### src/rtl/mult_dispatcher.sv
// Operand feeder for the 4x4 sequential multiplier: buffers operand pairs,
// issues one start pulse per pair, waits out the multiplier's busy/ready
// cycle and parks each product in a single valid/ack result register.
module mult_dispatcher #(
    parameter int unsigned DEPTH = 4,
    parameter int unsigned WIDTH = 4
) (
    input  logic               clk,
    input  logic               rst,
    input  logic               op_valid,
    input  logic [WIDTH-1:0]   op_a,
    input  logic [WIDTH-1:0]   op_b,
    output logic               op_ready,
    output logic [WIDTH-1:0]   mult_in_1,
    output logic [WIDTH-1:0]   mult_in_2,
    output logic               mult_start,
    input  logic               mult_ready,
    input  logic [2*WIDTH-1:0] mult_out,
    output logic [2*WIDTH-1:0] res_data,
    output logic               res_valid,
    input  logic               res_ack,
    output logic               busy,
    output logic [7:0]         op_count
);

    localparam int unsigned PTR_W   = (DEPTH > 1) ? $clog2(DEPTH) : 1;
    localparam int unsigned CNT_W   = PTR_W + 1;
    localparam int unsigned PROD_W  = 2 * WIDTH;
    localparam int unsigned ENTRY_W = 2 * WIDTH;

    localparam logic [1:0] S_IDLE      = 2'd0;
    localparam logic [1:0] S_ISSUE     = 2'd1;
    localparam logic [1:0] S_WAIT_BUSY = 2'd2;
    localparam logic [1:0] S_WAIT_DONE = 2'd3;

    logic [ENTRY_W-1:0] fifo_q [DEPTH];

    logic [PTR_W-1:0]  wr_ptr_q, wr_ptr_d;
    logic [PTR_W-1:0]  rd_ptr_q, rd_ptr_d;
    logic [CNT_W-1:0]  count_q, count_d;
    logic [1:0]        state_q, state_d;
    logic [WIDTH-1:0]  mult_in_1_q, mult_in_1_d;
    logic [WIDTH-1:0]  mult_in_2_q, mult_in_2_d;
    logic              mult_start_q, mult_start_d;
    logic [PROD_W-1:0] res_data_q, res_data_d;
    logic              res_valid_q, res_valid_d;
    logic [7:0]        op_count_q, op_count_d;

    logic               full_c;
    logic               push_c;
    logic               pop_c;
    logic               capture_c;
    logic [ENTRY_W-1:0] head_c;

    // Handshake decodes shared by the FIFO and the FSM.
    always_comb begin
        full_c    = (count_q == CNT_W'(DEPTH));
        push_c    = op_valid && !full_c;
        pop_c     = (state_q == S_IDLE) && (count_q != '0) && (!res_valid_q || res_ack);
        capture_c = (state_q == S_WAIT_DONE) && mult_ready;
        head_c    = fifo_q[rd_ptr_q];
    end

    // Operand storage; pointers alone define which entries are live.
    always_ff @(posedge clk) begin
        if (push_c) begin
            fifo_q[wr_ptr_q] <= {op_a, op_b};
        end
    end

    // FIFO pointer and occupancy update.
    always_comb begin
        wr_ptr_d = wr_ptr_q;
        rd_ptr_d = rd_ptr_q;
        count_d  = count_q;
        if (push_c) begin
            wr_ptr_d = wr_ptr_q + PTR_W'(1);
        end
        if (pop_c) begin
            rd_ptr_d = rd_ptr_q + PTR_W'(1);
        end
        if (push_c && !pop_c) begin
            count_d = count_q + CNT_W'(1);
        end else if (!push_c && pop_c) begin
            count_d = count_q - CNT_W'(1);
        end
    end

    // Dispatch FSM: pop/latch, start pulse, wait for ready low, then high.
    always_comb begin
        state_d      = state_q;
        mult_in_1_d  = mult_in_1_q;
        mult_in_2_d  = mult_in_2_q;
        mult_start_d = 1'b0;
        case (state_q)
            S_IDLE: begin
                if (pop_c) begin
                    mult_in_1_d  = head_c[ENTRY_W-1:WIDTH];
                    mult_in_2_d  = head_c[WIDTH-1:0];
                    mult_start_d = 1'b1;
                    state_d      = S_ISSUE;
                end
            end
            S_ISSUE: begin
                state_d = S_WAIT_BUSY;
            end
            S_WAIT_BUSY: begin
                // Ready still high here is the previous operation's level.
                if (!mult_ready) begin
                    state_d = S_WAIT_DONE;
                end
            end
            S_WAIT_DONE: begin
                if (mult_ready) begin
                    state_d = S_IDLE;
                end
            end
            default: begin
                state_d = S_IDLE;
            end
        endcase
    end

    // Result slot and completion counter; a capture beats a same-edge ack.
    always_comb begin
        res_data_d  = res_data_q;
        res_valid_d = res_valid_q;
        op_count_d  = op_count_q;
        if (capture_c) begin
            res_data_d  = mult_out;
            res_valid_d = 1'b1;
            op_count_d  = op_count_q + 8'd1;
        end else if (res_ack) begin
            res_valid_d = 1'b0;
        end
    end

    // State register with synchronous reset.
    always_ff @(posedge clk) begin
        if (rst) begin
            wr_ptr_q     <= '0;
            rd_ptr_q     <= '0;
            count_q      <= '0;
            state_q      <= S_IDLE;
            mult_in_1_q  <= '0;
            mult_in_2_q  <= '0;
            mult_start_q <= 1'b0;
            res_data_q   <= '0;
            res_valid_q  <= 1'b0;
            op_count_q   <= '0;
        end else begin
            wr_ptr_q     <= wr_ptr_d;
            rd_ptr_q     <= rd_ptr_d;
            count_q      <= count_d;
            state_q      <= state_d;
            mult_in_1_q  <= mult_in_1_d;
            mult_in_2_q  <= mult_in_2_d;
            mult_start_q <= mult_start_d;
            res_data_q   <= res_data_d;
            res_valid_q  <= res_valid_d;
            op_count_q   <= op_count_d;
        end
    end

    // Outputs; start is masked by rst so the shared multiplier never sees
    // a pulse while it is being reset.
    assign op_ready   = !full_c;
    assign mult_in_1  = mult_in_1_q;
    assign mult_in_2  = mult_in_2_q;
    assign mult_start = mult_start_q && !rst;
    assign res_data   = res_data_q;
    assign res_valid  = res_valid_q;
    assign op_count   = op_count_q;
    assign busy       = (count_q != '0) || (state_q != S_IDLE);

endmodule

### config.mk
export PLATFORM = sky130hd
export DESIGN_NAME = mult_dispatcher
export DESIGN_NICKNAME = d
export VERILOG_FILES = /design/src/rtl/mult_dispatcher.sv
export SDC_FILE = /design/constraint.sdc
export NUM_CORES = 1
export LEC_CHECK = 0
export CAP_MARGIN = 20
export CORE_ASPECT_RATIO = 0.6
export CORE_UTILIZATION = 30
export CTS_CLUSTER_SIZE = 30
export DETAILED_ROUTE_END_ITERATION = 16
export MAX_ROUTING_LAYER = met4
export PLACE_DENSITY_LB_ADDON = 0.12
export REMOVE_ABC_BUFFERS = 1
export SYNTH_ARGS = -nofsm -noshare
export SYNTH_HDL_FRONTEND = slang
export SYNTH_SLANG_ARGS = --single-unit
export TNS_END_PERCENT = 30
### constraint.sdc
create_clock -name clk -period 5.95 [get_ports clk]
set_clock_uncertainty 0.15 [all_clocks]
set_input_delay 0.8925 -clock clk [delete_from_list [all_inputs] [get_ports clk]]
set_output_delay 0.8925 -clock clk [all_outputs]
set_load 0.02 [all_outputs]
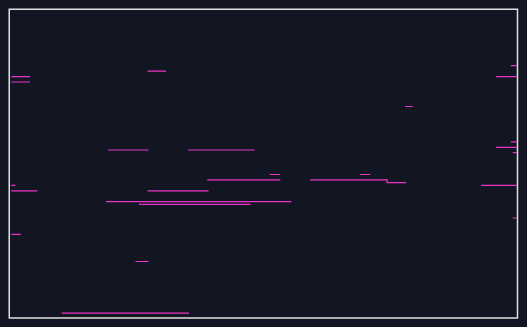
run_1/m3.png
Drawn at 4 px/um.
longest straight run: 46.0 um
nets with wire on the layer: 17
share of all routed wire: 4.1%

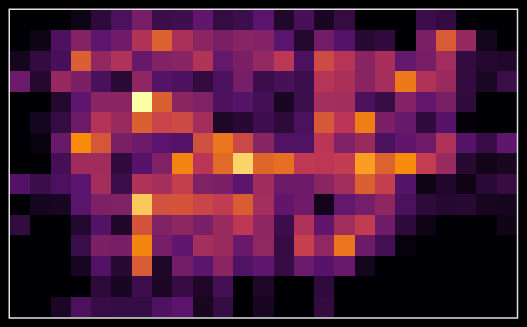
run_1/route_heat.png
Drawn at 4 px/um. 25 x 15 tiles, from black (low) to pale yellow (high), scaled to the fullest tile. Values are wire area over tile area, all layers added.
emptiest ninth of the die: bottom right
fullest tile: 0.39
densest ninth of the die: middle

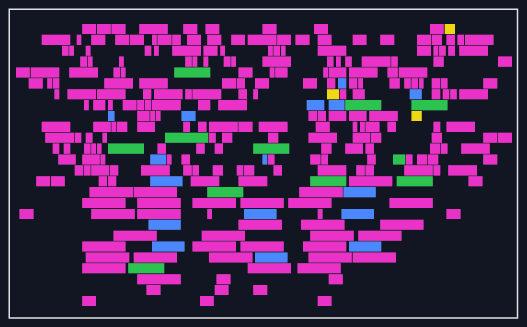
run_1/sizing.png
Drawn at 4 px/um.
| color | size | cells |
|---|---|---|
| blue | x2 | 16 |
| magenta | x1 and smaller | 253 |
| green | x6 and larger | 11 |
| yellow | x3 and x4 | 3 |

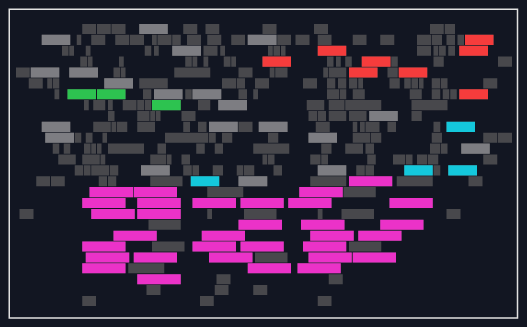
run_1/ff_map.png
Drawn at 4 px/um. Other sequential cells in the stronger gray, the rest of the logic in the fainter gray.
| color | name in the netlist | placed flops |
|---|---|---|
| green | count_q | 3 |
| magenta | fifo_q | 32 |
| cyan | mult_in_1 | 4 |
| red | op_count | 8 |

==> flow_metrics.tcl, run 1 <==
# collected from the flow reports
set metrics [dict create \
    clock-sinks 67 \
    grt_pass1_vias 1850 \
    fin_cells 395 \
    period_needed_ns 3.469 \
    end_kind "output port" \
    maxCapViolCount 0 \
    grtUsageMet3_pct 4.396 \
    comb_area_share_pct 28.43 \
    drtPass1Iterations 4 \
    hp-start "res_data[3]" \
    drt_iter0_drc 118 \
    powerDensity_nw_per_um2 426.7 \
    grt_max_degree 40 \
    dp.cells 379 \
    synthAdderAreaFrac_pct 5.186 \
    slew_headroom_pct 41.37 \
    vias 1907 \
    syn_to_final_growth_pct 30.80 \
    ff_latch_area_um2 1662 \
    p_int_mw 1.075 \
    clk_share_pct 7.997 \
    synth_cell_types 35 \
    ys_cells 230 \
    synthXorXnorAreaFrac_pct 1.252 \
    top_layer "met4" \
    buffers 49 \
    setup_slack_ns 2.481 \
    flops 67 \
    htreeDepth 3 \
    grt.busiest_layer "met1" \
    synth_seq_share_pct 59.37 \
    detailedPlacementHpwl_um 4047 \
    antenna_cells 0 \
    largest_class "sequential cells" \
    wirelength_um 5845 \
    place_congestion 0.7371 \
    via_per_inst 4.828 \
    status "finished clean" \
    regMostFlops "fifo_q" \
    core_util_floorplan_pct 31.87 \
    yosys_area_um2 2799 \
    pwr-share-clk_pct 33.1 \
    p_clk_mw 0.517 \
    hold_ws_ns 0.3080 \
    cts_hold_buffers 0 \
    place_area_um2 3368 \
    grt_antenna_before_repair 0 \
    post_cts_resized 0 \
    cp-endpoint "busy" \
    grt.overflow.total 0 \
    remaining_drc_errors 0 \
    syn_inst 230 \
    crit_type "register to output port" \
    port_buffers 48 \
    arrival_ns 2.43 \
    ys.flops 67 \
    num-clock-buffers 9 \
    ios 49 \
    crit_required_ns 4.91 \
    synth_area_leader_cell "edfxtp_1" \
    p_seq_mw 0.608 \
]
-- run 1: worst max-delay path, stage by stage (launching register included) --
cell and delay [ns]:
dfxtp_1 0.33, inv_1 0.10, ha_1 0.48, nor4b_1 0.54, inv_1 0.08, clkdlybuf4s50_1 0.56
-- run 1: cell usage after synthesis (2+ instances only) --
cell and count:
edfxtp_1 32, nand2_1 19, o31ai_1 11, or3_1 4, or4_1 3, mux2i_1 3, nand4_1 11, nor2_1 7
ha_1 10, buf_2 2, clkbuf_1 8, o21ai_0 6, inv_1 9, dfxtp_1 35, mux2_2 2, nand3_1 6
nor2b_1 3, a21oi_1 27, and3_1 4, nand2b_1 4, mux4_2 8, xor2_1 3
--- run 2 (diff from run 1) ---
==> constraint.sdc (replaced) <==
create_clock -name clk -period 3.5 [get_ports clk]
set_clock_uncertainty 0.15 [all_clocks]
set_input_delay 0.525 -clock clk [delete_from_list [all_inputs] [get_ports clk]]
set_output_delay 0.525 -clock clk [all_outputs]
set_load 0.02 [all_outputs]
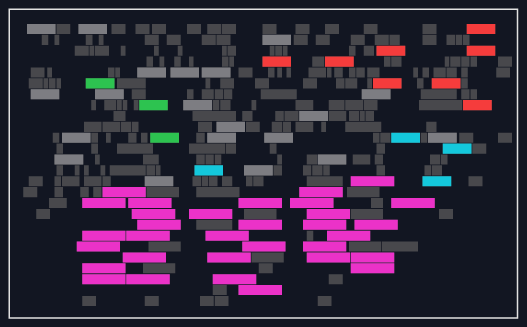
run_2/ff_map.png
Drawn at 4 px/um. Other sequential cells in the stronger gray, the rest of the logic in the fainter gray.
| color | name in the netlist | placed flops |
|---|---|---|
| green | count_q | 3 |
| cyan | mult_in_1 | 4 |
| magenta | fifo_q | 32 |
| red | op_count | 8 |
not colored: 20

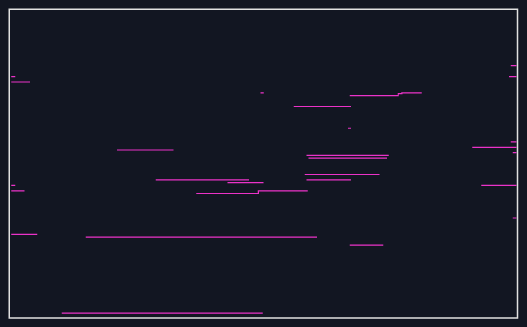
run_2/m3.png
Drawn at 4 px/um.
vias: 1907
final wirelength: 6061 um

==> run 2 against run 1 <==
Against the previous run:
- total power grew 80%
- register-to-register slack worse by 2.5 ns
- combinational power up 73%
- flip-flop count unchanged
- final cell count grew 0.51%
- synthesized cell count unchanged
- first-iteration DRC count is 19% higher
- utilization is 0.73 points higher
- worst setup slack lost 1.7 ns
- area after synthesis did not move
- critical path type unchanged
- largest cell class unchanged
==> flow_metrics.tcl, run 2 <==
# collected from the flow reports
set metrics [dict create \
    status "finished clean" \
    logic_area_um2 1041 \
    path_cells "inv_1 -> ha_1 -> nor4b_1 -> inv_1 -> clkdlybuf4s50_1" \
    htreeDepth 3 \
    ys_cells 230 \
    slew_headroom_pct 37.34 \
    critPathMaxStageDelay_ns 0.56 \
    p_seq_mw 1.04 \
    p_switching_mw 0.8359 \
    synthAdderAreaFrac_pct 5.186 \
    crit_type "register to output port" \
    remaining_drc_errors 0 \
    end_kind "output port" \
    most-common-layout-cells "clkdlybuf4s50_1, dfxtp_1, edfxtp_1" \
    ff_latch_area_um2 1662 \
    slowest_stage "clkdlybuf4s50_1" \
    path_buffers 3 \
    dp.cells 381 \
    via_per_inst 4.804 \
    core_util_floorplan_pct 31.87 \
    worst_slew_pin_slew_ns 0.9380 \
    p_comb_mw 0.757 \
    antenna_cells 0 \
    arrival_ns 2.08 \
    cp-start-kind "register" \
    pwr-share-clk_pct 36.3 \
    grt_antenna_before_repair 0 \
    detailedPlacementHpwl_um 4181 \
    power.total_mw 2.814 \
    port_buffers 48 \
    post_cts_resized 0 \
    ys.flops 67 \
    period_needed_ns 2.750 \
    synth_seq_share_pct 59.37 \
    ios 49 \
    place_area_um2 3383 \
    synth_area_leader_cell "edfxtp_1" \
    hold_ws_ns 0.3039 \
    setup_slack_ns 0.7497 \
    syn_to_final_growth_pct 33.08 \
    powerDensity_nw_per_um2 755.5 \
    grt_max_degree 39 \
    drt_iter0_drc 140 \
    synthXorXnorAreaFrac_pct 1.252 \
    path_common_cell "inv_1" \
    worstPathMaxFanout 3 \
    clock-sinks 67 \
    regMostFlops "fifo_q" \
    maxSlewViolCount 0 \
    yosys_area_um2 2799 \
    drtPass1Iterations 5 \
    maxCapViolCount 0 \
    p_int_mw 1.978 \
    async_flop_share_pct 0 \
    most_common_cell "dfxtp_1" \
    netlist_top_cells_count "dfxtp_1, edfxtp_1, a21oi_1" \
    synth_cell_types 35 \
    core.rowCount 26 \
    cts_hold_buffers 0 \
    crit_family "buffers and inverters" \
    place_congestion 0.7452 \
    grt.overflow.total 0 \
    syn_inst 230 \
    fin_cells 397 \
    crit_required_ns 2.82 \
    grt_pass1_vias 1756 \
]
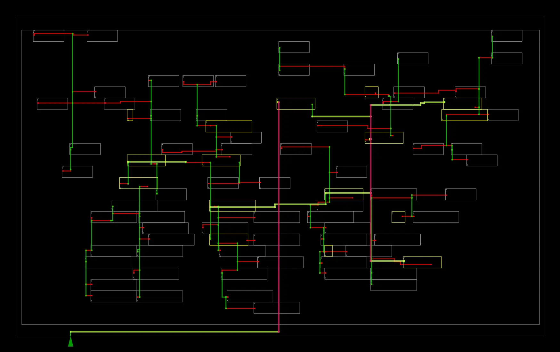
run_2/clock_nets.png
FFs & Latches: 67
Inserted Clock Buffers: 9
P_clk: 1.02 mW
clock buffer count: 9
Worst-Skew Late Latency: 0.33 ns

## run 2: area by class of cell
cell class                 instances  share of cell area (%)
clock buffer                       9                   6.046
clock inverter                     7                   3.124
inverter                          10                   1.008
multi-input combinational        141                   27.95
sequential                        67                   44.61
tap                              112                   3.762
timing repair buffer              51                   13.50
## run 2: worst paths after layout
path               start     endpoint  slack, ns  cells after the start
min reg2reg  res_data[5]  res_data[5]       0.30                      2
min          res_data[5]  res_data[5]       0.30                      2
max           state_q[0]         busy       0.75                      5
max reg2reg   count_q[0]   count_q[2]       0.86                      8
## run 2: per-layer routing
layer	vias to the layer above	track usage, %	part of all wire (%)
met5	-	-	0
met4	0	6.429	1.5
met3	7	4.676	5.4
met2	40	18.29	41
met1	906	19.56	52
li1	954	-	-
--- run 3 (diff from run 2) ---
==> constraint.sdc (replaced) <==
create_clock -name clk -period 2.5 [get_ports clk]
set_clock_uncertainty 0.15 [all_clocks]
set_input_delay 0.375 -clock clk [delete_from_list [all_inputs] [get_ports clk]]
set_output_delay 0.375 -clock clk [all_outputs]
set_load 0.02 [all_outputs]
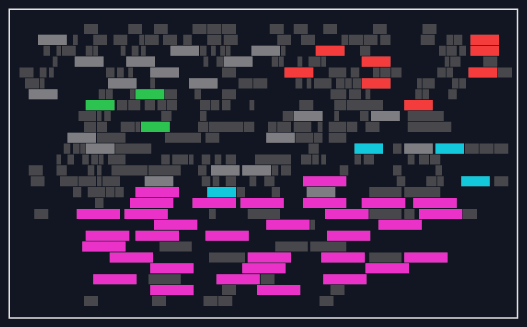
run_3/ff_map.png
Drawn at 4 px/um. Other sequential cells in the stronger gray, the rest of the logic in the fainter gray.
| color | name in the netlist | placed flops |
|---|---|---|
| cyan | mult_in_1 | 4 |
| red | op_count | 8 |
| magenta | fifo_q | 32 |
| green | count_q | 3 |

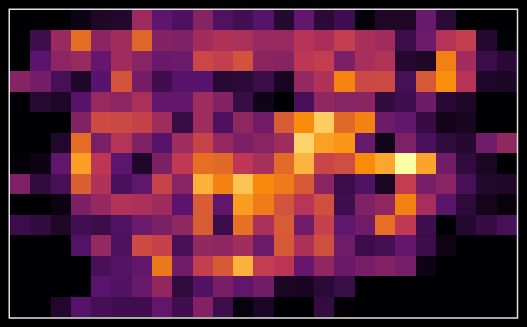
run_3/route_heat.png
Drawn at 4 px/um. 25 x 15 tiles, from black (low) to pale yellow (high), scaled to the fullest tile. Values are wire area over tile area, all layers added.
vias: 1937
GRT Util Overall: 14.27%
routed len/inst: 14.99 um
final wirelength: 6084 um

==> run 3 against run 2 <==
Against the previous run:
- die size unchanged
- global-route usage increased by 0.17 points
- sequential power increased by 38%
- wire length increased by 0.38%
- sequential share of layout area decreased by 0.47 points
- via count increased by 1.6%
- total power increased by 37%
- first-iteration DRC count decreased by 20%
- largest cell class unchanged
==> flow_metrics.tcl, run 3 <==
# collected from the flow reports
set metrics [dict create \
    status "finished clean" \
    cts_hold_buffers 0 \
    detailedPlacementHpwl_um 4306 \
    port_buffers 48 \
    hold_ws_ns 0.3059 \
    most-common-layout-cells "clkdlybuf4s50_1, dfxtp_1, edfxtp_1" \
    grt_antenna_before_repair 0 \
    flops 67 \
    netlist_top_cells_count "dfxtp_1, edfxtp_1, a21oi_1" \
    cts_buffers 9 \
    crit_required_ns 1.98 \
    logic_area_um2 1061 \
    worstReg2RegStart "count_q[2]" \
    maxCapViolCount 0 \
    powerDensity_nw_per_um2 1021 \
    crit_family "buffers and inverters" \
    num-clock-buffers 9 \
    power.total_mw 3.842 \
    core_util_floorplan_pct 31.87 \
    place_area_um2 3451 \
    worst_slew_pin_slew_ns 0.8671 \
    grt.busiest_layer "met1" \
    worstPathMaxFanout 3 \
    buffer_area_share_pct 15.15 \
    grtUsageMet3_pct 4.536 \
    seq_share_pct 44.13 \
    wl_met1_um 3353 \
    regMostFlops "fifo_q" \
    remaining_drc_errors 0 \
    drt_iter0_drc 112 \
    wl_met3_um 200 \
    syn_to_final_growth_pct 34.51 \
    most_common_cell "dfxtp_1" \
    worstHoldPathCells 2 \
    ios 49 \
    ys.flops 67 \
    ys_cells 230 \
    synth_cell_types 35 \
    place_congestion 0.7540 \
    grt.overflow.total 0 \
    antenna_cells 0 \
    crit_type "register to output port" \
    worstSkewPairLatency_ns 0.33 \
    gr-usage-met2_pct 18.40 \
    drtPass1Iterations 4 \
    grt_max_degree 39 \
    fin_cells 406 \
    post_cts_resized 2 \
    nWellTaps 112 \
    syn_inst 230 \
]
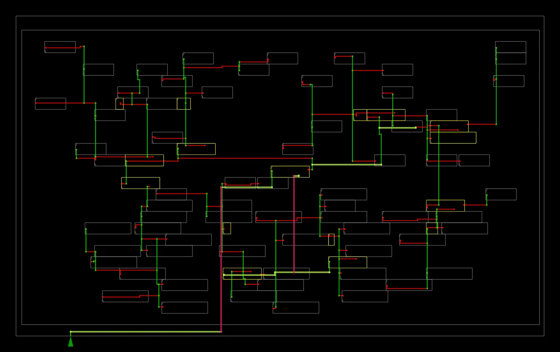
run_3/clock_nets.png
P_clk: 1.23 mW
clock sinks: 67

==> run 3: through the flow <==
step,setup slack (ns),util [%]
2_1_floorplan,0.1273,-
3_3_place_gp,-0.008712,39.29
3_5_place_dp,-0.03123,39.29
4_1_cts,0.06991,42.76
5_1_grt,0.01360,42.86
6_report,0.1521,42.86
==> run 3: cells by family after synthesis <==
group / synth area share (%)
XOR/XNOR: 1.252
buffers and inverters: 3.442
AND/OR/NAND/NOR: 12.87
flip-flops: 59.37
adder cells (fa/ha/maj): 5.186
multiplexers: 8.315
AND-OR/OR-AND: 9.566
==> run 3: where the power goes <==
part	total, mW	switching, mW	internal [mW]
logic	1.19	0.607	0.582
clock network	1.23	0.461	0.767
registers	1.43	0.120	1.31
total	3.84	1.19	2.65
Power figures rest on the tool's default switching activity, not on a simulated workload.
